run_1/m1.png
Scale bar: 20 um.
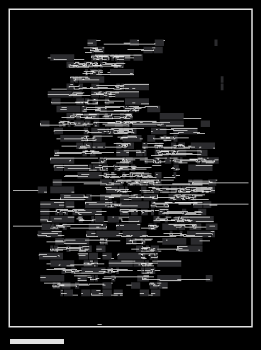
run_1/m2.png
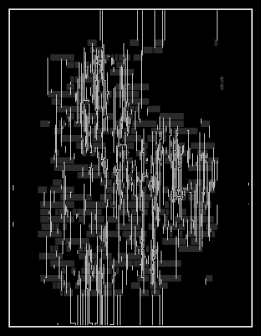
run_1/m3.png
Scale bar: 20 um.
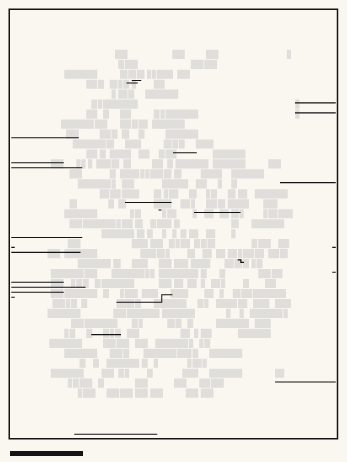
`src/rtl/enemy_life_ctrl_pkg.sv`:
```
// Shared types and constants for the enemy lifecycle controller and its helpers.
package enemy_life_ctrl_pkg;

  localparam int COORD_W  = 10;
  localparam int SCREEN_W = 640;
  localparam int SCREEN_H = 480;
  localparam int HEALTH_W = 3;
  localparam int TICK_W   = 8;

  typedef enum logic [1:0] {
    ST_IDLE    = 2'd0,
    ST_ALIVE   = 2'd1,
    ST_EXPLODE = 2'd2,
    ST_WAIT    = 2'd3
  } state_e;

  // One extra bit so a step past the bottom of the screen never wraps at 1023.
  function automatic logic [COORD_W:0] y_advance(input logic [COORD_W-1:0] y,
                                                 input logic [COORD_W-1:0] step);
    return {1'b0, y} + {1'b0, step};
  endfunction

endpackage

```
`src/rtl/enemy_life_ctrl_edge_sync.sv`:
```
// edge_sync: two-flop synchroniser for an asynchronous level plus a rising-edge
// pulse taken against a third flop; reusable for any cross-clock flag.
module edge_sync (
  input  logic clk_i,
  input  logic rst_ni,
  input  logic d_i,
  output logic rise_o
);

  logic [2:0] sync_q;

  // Shift register: [0],[1] synchronise, [2] holds the previous synchronised level.
  always_ff @(posedge clk_i or negedge rst_ni) begin
    if (!rst_ni) begin
      sync_q <= 3'b000;
    end else begin
      sync_q <= {sync_q[1:0], d_i};
    end
  end

  assign rise_o = sync_q[1] & ~sync_q[2];

endmodule

```
`src/rtl/enemy_life_ctrl.sv`:
```
// Enemy lifecycle: spawn, descend, explode on boom, respawn after a delay.
// Optional score counter enabled by defining ENEMY_SCORE_EN.
module enemy_life_ctrl
  import enemy_life_ctrl_pkg::*;
#(
  parameter int MAX_HEALTH    = 3,
  parameter int EXPL_FRAMES   = 4,
  parameter int FRAME_TICKS   = 6,
  parameter int RESPAWN_TICKS = 60,
  parameter int Y_STEP        = 1,
  parameter int Y_BOTTOM      = 480
) (
  input  logic                clk,
  input  logic                rst,
  input  logic                frame_tick,
  input  logic                game_en,
  input  logic                boom,
  input  logic [COORD_W-1:0]  spawn_x,
  output logic                enemy_en,
  output logic [HEALTH_W-1:0] enemy_health,
  output logic [COORD_W-1:0]  ep_x,
  output logic [COORD_W-1:0]  ep_y,
  output logic                expl_active,
  output logic [2:0]          expl_frame,
  output logic                kill_pulse,
  output logic                escape_pulse
`ifdef ENEMY_SCORE_EN
  ,output logic [11:0]        score
`endif
);

  state_e              state_q;
  logic                en_q;
  logic [HEALTH_W-1:0] health_q;
  logic [COORD_W-1:0]  x_q;
  logic [COORD_W-1:0]  y_q;
  logic                act_q;
  logic [2:0]          frame_q;
  logic [TICK_W-1:0]   tick_q;
  logic                kill_q;
  logic                esc_q;
  logic                boom_rise_s;
  logic [COORD_W:0]    y_sum_d;
  logic                kill_fire_s;

  edge_sync u_boom_sync (
    .clk_i  (clk),
    .rst_ni (rst),
    .d_i    (boom),
    .rise_o (boom_rise_s)
  );

  assign y_sum_d     = y_advance(y_q, COORD_W'(Y_STEP));
  assign kill_fire_s = game_en & (state_q == ST_ALIVE) & boom_rise_s;

  // Lifecycle FSM; every output is a register written here.
  always_ff @(posedge clk or negedge rst) begin
    if (!rst) begin
      state_q  <= ST_IDLE;
      en_q     <= 1'b0;
      health_q <= HEALTH_W'(MAX_HEALTH);
      x_q      <= '0;
      y_q      <= '0;
      act_q    <= 1'b0;
      frame_q  <= 3'd0;
      tick_q   <= '0;
      kill_q   <= 1'b0;
      esc_q    <= 1'b0;
    end else begin
      kill_q   <= 1'b0;
      esc_q    <= 1'b0;
      health_q <= HEALTH_W'(MAX_HEALTH);
      if (!game_en) begin
        state_q <= ST_IDLE;
        en_q    <= 1'b0;
        x_q     <= '0;
        y_q     <= '0;
        act_q   <= 1'b0;
        frame_q <= 3'd0;
        tick_q  <= '0;
      end else begin
        case (state_q)
          ST_IDLE: begin
            state_q <= ST_ALIVE;
            en_q    <= 1'b1;
            x_q     <= spawn_x;
            y_q     <= '0;
            tick_q  <= '0;
          end
          ST_ALIVE: begin
            // A kill outranks both movement and escape in the same cycle.
            if (boom_rise_s) begin
              state_q <= ST_EXPLODE;
              kill_q  <= 1'b1;
              en_q    <= 1'b0;
              act_q   <= 1'b1;
              frame_q <= 3'd0;
              tick_q  <= '0;
            end else if (frame_tick) begin
              if (y_sum_d >= (COORD_W+1)'(Y_BOTTOM)) begin
                state_q <= ST_WAIT;
                esc_q   <= 1'b1;
                en_q    <= 1'b0;
                y_q     <= COORD_W'(Y_BOTTOM);
                tick_q  <= '0;
              end else begin
                y_q <= y_sum_d[COORD_W-1:0];
              end
            end
          end
          ST_EXPLODE: begin
            if (frame_tick) begin
              if (tick_q + 8'd1 == TICK_W'(FRAME_TICKS)) begin
                tick_q <= '0;
                if (frame_q == 3'(EXPL_FRAMES - 1)) begin
                  state_q <= ST_WAIT;
                  act_q   <= 1'b0;
                  frame_q <= 3'd0;
                end else begin
                  frame_q <= frame_q + 3'd1;
                end
              end else begin
                tick_q <= tick_q + 8'd1;
              end
            end
          end
          ST_WAIT: begin
            if (frame_tick) begin
              if (tick_q + 8'd1 == TICK_W'(RESPAWN_TICKS)) begin
                state_q <= ST_ALIVE;
                en_q    <= 1'b1;
                x_q     <= spawn_x;
                y_q     <= '0;
                tick_q  <= '0;
              end else begin
                tick_q <= tick_q + 8'd1;
              end
            end
          end
          default: begin
            state_q <= ST_IDLE;
          end
        endcase
      end
    end
  end

`ifdef ENEMY_SCORE_EN
  logic [11:0] score_q;

  // Kill counter, saturating, wiped whenever the game stops.
  always_ff @(posedge clk or negedge rst) begin
    if (!rst) begin
      score_q <= 12'd0;
    end else if (!game_en) begin
      score_q <= 12'd0;
    end else if (kill_fire_s && (score_q != 12'hFFF)) begin
      score_q <= score_q + 12'd1;
    end
  end

  assign score = score_q;
`endif

  assign enemy_en     = en_q;
  assign enemy_health = health_q;
  assign ep_x         = x_q;
  assign ep_y         = y_q;
  assign expl_active  = act_q;
  assign expl_frame   = frame_q;
  assign kill_pulse   = kill_q;
  assign escape_pulse = esc_q;

endmodule
```
`config.mk`:
```
export PLATFORM = sky130hd
export DESIGN_NAME = enemy_life_ctrl
export DESIGN_NICKNAME = d
export VERILOG_FILES = /design/src/rtl/enemy_life_ctrl_pkg.sv /design/src/rtl/enemy_life_ctrl_edge_sync.sv /design/src/rtl/enemy_life_ctrl.sv
export SDC_FILE = /design/constraint.sdc
export NUM_CORES = 1
export LEC_CHECK = 0
export ABC_CLOCK_PERIOD_IN_PS = 3000
export CAP_MARGIN = 15
export CORE_ASPECT_RATIO = 1.4
export CORE_MARGIN = 10
export CORE_UTILIZATION = 37
export DETAILED_ROUTE_END_ITERATION = 10
export SLEW_MARGIN = 30
export SYNTH_ARGS = -nofsm -noshare
export SYNTH_HDL_FRONTEND = slang
export SYNTH_SLANG_ARGS = --single-unit
```
`constraint.sdc`:
```
create_clock -name clk -period 3 [get_ports clk]
set_input_delay 0.9 -clock clk [delete_from_list [all_inputs] [get_ports clk]]
set_output_delay 0.9 -clock clk [all_outputs]
set_load 0.02 [all_outputs]
```
==> results.json, run 1 <==
{
  "netlist_instances": 267,
  "p_leak_nw": 1.33,
  "critical_path.endpoint": "state_q[0]",
  "antenna_found_initial": 0,
  "die_h_um": 117,
  "syn_area_per_cell_um2": 9.28,
  "edf_count": 0,
  "hold_class": "reg -> reg",
  "comb-cell-share_pct": 42.6,
  "rr_worst_depth": 7,
  "setup_ws_ns": 0.374,
  "ys_ff": 40,
  "relSlewSlack_pct": 54.3,
  "seq_share_pct": 32.7,
  "yosys.cell_types.count": 58,
  "place_area_mm2": 0.00294,
  "initCoreUtil_pct": 37.7,
  "async_flop_share_pct": 100,
  "crit_start": "tick_q[0]",
  "status": "complete, no violations",
  "powerSeq_mw": 0.688,
  "nClkBuffers": 5,
  "power.share.sequential_pct": 35.8,
  "wl_met2_um": 3110,
  "tool_warnings": 30,
  "critPathCaptureType": "flop",
  "rsz0062_at_grt": "false",
  "setup_tns_ns": 0,
  "yosys_warnings": 0,
  "antenna_left": 0,
  "well_tap_count": 74,
  "cts_buffer_depth": 2,
  "numCtsBuffers": 5,
  "syn2layout_area_growth_pct": 23.5,
  "rows": 35,
  "hold-path-cell-count": 0,
  "gp_congestion": 0.875,
  "netlist_area_mm2": 0.00248,
  "rr_startpoint": "tick_q[0]",
  "grt_pass1_vias": 2100,
  "critical-path-max-stage-delay_ns": 0.47,
  "finalNonFillerCells": 382,
  "final_layout_size_suffix_gt1_share_pct": 10.1,
  "vias_per_cell": 5.51,
  "nNonClkInverters": 23,
  "ir_worst_vdd_mv": 0.344,
  "core-area_mm2": 0.00657,
  "r2r-end": "state_q[0]",
  "num-nets-final": 330,
  "comb_cell_power_mw": 0.779,
  "crit_arrival_ns": 2.80,
  "final-clk-cell-share_pct": 3.80,
  "flops": 40,
  "portBuffers": 41,
  "drv_slew": 0,
  "wl_met3_um": 278,
  "place_ws_ns": 0.203,
  "top_cells_by_count": "dfrtp_1 (40), inv_1 (23), o21ai_0 (20)",
  "power_leader": "combinational logic",
  "grt_use_total_pct": 12.3,
  "placed_cells": 374,
  "overflow": 0,
  "clk_pin_slew_ns": 0.09,
  "worstPathMaxFanout": 7,
  "swShare_pct": 37.3,
  "cts-root-buf": "clkbuf_8",
  "seq_area_mm2": 0.00100,
  "h-tree-depth": 2,
  "fin_skew_ns": 0.00796,
  "min_period_ns": 2.63,
  "fin_util_pct": 46.6,
  "largest_class": "multi-input combinational cells",
  "ios": 45,
  "insertion_delay_ns": 0.30,
  "dieArea_mm2": 0.0104,
  "yosys.area.top_type": "dfrtp_1",
  "num-multi-input-gates": 189,
  "pwr-share-comb_pct": 40.5,
  "hp-start": "u_boom_sync.sync_q[0]",
  "yosysMostFrequentCell": "dfrtp_1",
  "dpl.hpwl_um": 4500,
  "drt_iter0_drc": 107,
  "hold_ws_ns": 0.362,
  "start_kind": "flop",
  "die-width_um": 89.2,
  "dr.pass1.iters": 5,
  "flop_cell": "dfrtp_1",
  "cts_tree": "done",
  "fill_cells": 646,
  "p_switching_mw": 0.717,
  "cts_setup_buffers": 0,
  "hold_viol_final": 0,
  "setup_viol": 0,
  "layout.nonclk_buf_share_pct": 15.0,
  "buffers": 48,
  "topCellsByArea": "dfrtp_1 (40%), ha_1 (4.0%), o21ai_0 (4.0%)",
  "clock.fmax_mhz": 381,
  "pg_clk_mw": 0.454,
  "cp_cell_sequence": "ha_1, and4_1, xor2_1, o211ai_1, o21ai_1, nor4b_2, mux2_1",
  "top_layer": "met4",
  "ff2ff_setup_slack_ns": 0.37,
  "tightest_slew_ns": 0.686,
  "final.period_utilization_pct": 87.5,
  "ys_seq_share_pct": 40.4,
  "cp_slowest_cell": "dfrtp_1",
  "met1_length_um": 2710,
  "n_antenna_cell": 0,
  "p_total_mw": 1.92,
  "path_depth": 7,
  "ys_area_mm2": 0.00248,
  "crit_family": "simple AND/OR/NAND/NOR gates",
  "cts-hold-fix-buffers": 0,
  "power.density_mw_per_mm2": 627,
  "p_int_mw": 1.20,
  "holdPathEnd": "u_boom_sync.sync_q[1]",
  "logic_area_mm2": 0.00130
}
Back to the opening pictures, m1.png:
nets with wire on the layer = 290
share of all routed wire = 44%
wire length on this layer = 2,710 um
Post-Route WL: 6200 um
DR vias: 2,106
GR Util met1: 15.0%

Back to the opening pictures, m2.png:
wire length on this layer = 3,110 um
share of all routed wire = 50%
longest straight run = 43.5 um
M2 GR Usage: 20.3%

Back to the opening pictures, m3.png:
share of all routed wire = 4.5%
main direction = horizontal
GR Layer Usage met3: 2.91%

-- run 1: registers in the layout, summed over array words and instances (netlist names) --
register / count
kill_pulse: 1
ep_y: 10
escape_pulse: 1
u_boom_sync.sync_q: 3
ep_x: 10
tick_q: 8
state_q: 2
expl_frame: 3
expl_active: 1
enemy_en: 1
-- run 1: cell families after synthesis --
logic type	count (synthesis)	share of synthesized area (%)
buf+inv	39	7.12
fa+ha+maj	8	4.04
other cells	2	0.303
mux	7	3.18
flops	40	40.4
xor+xnor	2	0.707
compound gates	82	24.5
simple gates	87	19.7
run_1/ff_map.png
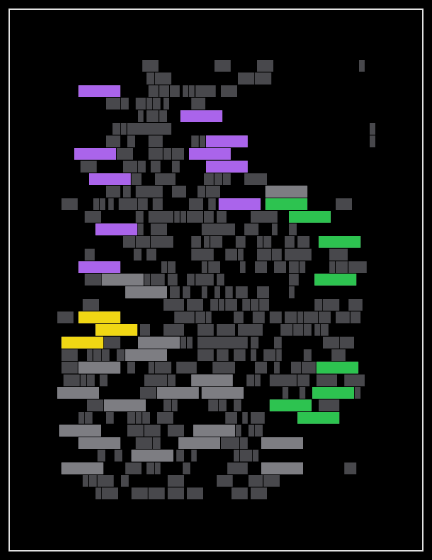

## Run 2: what changed since run 1
CORE_ASPECT_RATIO = not set   (was 1.4)
DONT_BUFFER_PORTS = 1   (was not set)
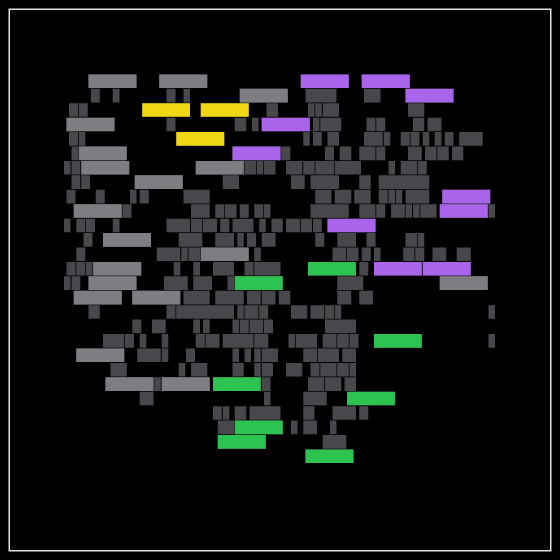
run_2/ff_map.png
`tick_q` -> green  # sequential cells 8
`ep_y` -> purple  # sequential cells 10
`u_boom_sync.sync_q` -> yellow  # sequential cells 3
post-layout util: 41.2%
FF+latch area: 0.00100 mm^2
sequential cell power: 0.760 mW

==> results.json, run 2 <==
{
  "ys_seq_share_pct": 40.4,
  "rsz0062_at_grt": "false",
  "grt_max_degree": 41,
  "overflow": 0,
  "gp_congestion": 0.847,
  "dpl.hpwl_um": 4240,
  "swShare_pct": 38.8,
  "min_period_ns": 2.61,
  "num-multi-input-gates": 189,
  "synthAdderAreaFrac_pct": 4.04,
  "nNonClkInverters": 23,
  "top_cells_by_count": "dfrtp_1 (40), inv_1 (23), o21ai_0 (20)",
  "topCellsByArea": "dfrtp_1 (40%), ha_1 (4.0%), o21ai_0 (4.0%)",
  "cts_setup_buffers": 0,
  "yosys_warnings": 0,
  "vias_per_cell": 5.72,
  "hold_viol_final": 0,
  "grt_use_total_pct": 11.8,
  "portBuffers": 0,
  "ir_worst_vdd_mv": 0.393,
  "worstPathMaxFanout": 9,
  "ios": 45,
  "tightest_slew_ns": 0.640,
  "clkSinkCount": 40,
  "wl_per_cell_um": 17.3,
  "netlist_area_mm2": 0.00248,
  "status": "complete, no violations",
  "edf_count": 0,
  "tool_warnings": 30,
  "die-width_um": 102,
  "cp_num_buf_inv": 0,
  "cts_buffer_depth": 2,
  "drv_slew": 0,
  "yosysTopAreaCellShare_pct": 40.4,
  "synthSimpleGateAreaFrac_pct": 19.7,
  "layout.nonclk_buf_share_pct": 1.70,
  "cp_slowest_cell": "dfrtp_1",
  "wl_met3_um": 444,
  "layout_top_cell": "dfrtp_1",
  "clockPowerShare_pct": 25.7,
  "numCtsBuffers": 5,
  "crit_family": "AND-OR/OR-AND gates",
  "syn2layout_area_growth_pct": 6.87,
  "use_met1_pct": 15.8,
  "initCoreUtil_pct": 38.6,
  "syn_area_per_cell_um2": 9.28,
  "place_area_mm2": 0.00253,
  "pwr-share-comb_pct": 31.7,
  "yosys.cell_types.count": 58,
  "async_flop_share_pct": 100,
  "nClkBuffers": 5,
  "seq_share_pct": 37.8,
  "crit_arrival_ns": 2.78,
  "met3_usage_pct": 3.91,
  "yosys.area.top_type": "dfrtp_1",
  "ys_sh_xor_pct": 0.707,
  "ys_ff": 40,
  "wl_um": 5930,
  "fin_skew_ns": 0.00360,
  "critPathCaptureType": "flop",
  "pg_clk_mw": 0.459,
  "cts-hold-fix-buffers": 0,
  "die_h_um": 102,
  "dieArea_mm2": 0.0104,
  "power_leader": "registers",
  "cts_tree": "done",
  "h-tree-depth": 2,
  "flop_cell": "dfrtp_1",
  "setup_tns_ns": 0,
  "final-clk-cell-share_pct": 4.35,
  "logic_area_mm2": 0.00130,
  "antenna_found_initial": 0,
  "place_ws_ns": 0.423,
  "netlist_instances": 267,
  "cts_resized": 0,
  "setup_ws_ns": 0.387,
  "setup_viol": 0,
  "topCombFamilyByArea": "AND-OR/OR-AND gates",
  "final.period_utilization_pct": 87.1,
  "dr.pass1.iters": 4,
  "comb-cell-share_pct": 49.2,
  "top_layer": "met4",
  "use_met2_pct": 17.4,
  "finalNonFillerCells": 343,
  "clk_pin_slew_ns": 0.08,
  "grt_pass1_wl_um": 9980,
  "buffers": 6,
  "antenna_left": 0,
  "comb_cell_power_mw": 0.566,
  "cts-root-buf": "clkbuf_8",
  "final_layout_size_suffix_gt1_share_pct": 10.9,
  "hold_ws_ns": 0.290,
  "p_leak_nw": 1.17,
  "start_kind": "flop",
  "p_int_mw": 1.09,
  "power.density_mw_per_mm2": 674,
  "relSlewSlack_pct": 57.3,
  "mostFrequentLayoutCells": "dfrtp_1 (40), inv_1 (23), o21ai_0 (20)",
  "cp_cell_sequence": "ha_1, a21oi_1, o211ai_1, o311ai_4, a211oi_4, or2_1, o32ai_2",
  "placed_cells": 335,
  "vias": 1962,
  "muxShareOfSynthArea_pct": 3.18,
  "drt_iter0_drc": 116,
  "worst_ep_required_time_ns": 3.17,
  "clock.fmax_mhz": 383,
  "p_switching_mw": 0.693,
  "ys_area_mm2": 0.00248,
  "met1_length_um": 2780,
  "n_antenna_cell": 0,
  "largest_class": "multi-input combinational cells",
  "yosysMostFrequentCell": "dfrtp_1",
  "wl_met2_um": 2620,
  "synthAoiAreaFrac_pct": 24.5,
  "num-nets-final": 288,
  "hold_class": "in -> async",
  "insertion_delay_ns": 0.30,
  "p_total_mw": 1.79,
  "cap_violations": 0,
  "power.share.sequential_pct": 42.6,
  "grt_pass1_vias": 1960,
  "critical-path-max-stage-delay_ns": 0.61,
  "path_class": "reg -> reg",
  "grt-busiest-layer": "met2"
}
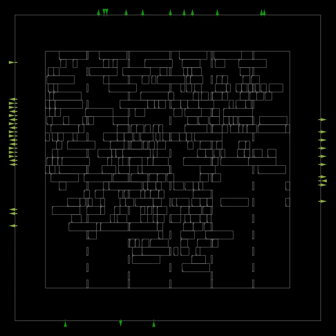
run_2/placed.png
CORE AREA: 0.00642 mm^2
Rows: 29
tap cell count: 77
FFs & Latches: 40
Layout fillers: 632

==> run 2: cell counts after synthesis <==
Identical to the previous run, type by type.
==> run 2: path summary, 6_finish.rpt <==
check                                            from               endpoint  slack [ns]  cells past startpoint
min in group clk                u_boom_sync.sync_q[0]  u_boom_sync.sync_q[1]        0.36                      0
worst max-delay path                          ep_y[1]              tick_q[3]        0.39                      7
max in group asynchronous                         rst                ep_y[5]        2.62                      0
worst min register to register  u_boom_sync.sync_q[0]  u_boom_sync.sync_q[1]        0.36                      0
worst min-delay path                              rst                ep_x[6]        0.29                      0
worst max register to register                ep_y[1]              tick_q[3]        0.39                      7
Power and IR drop assume default switching activity.
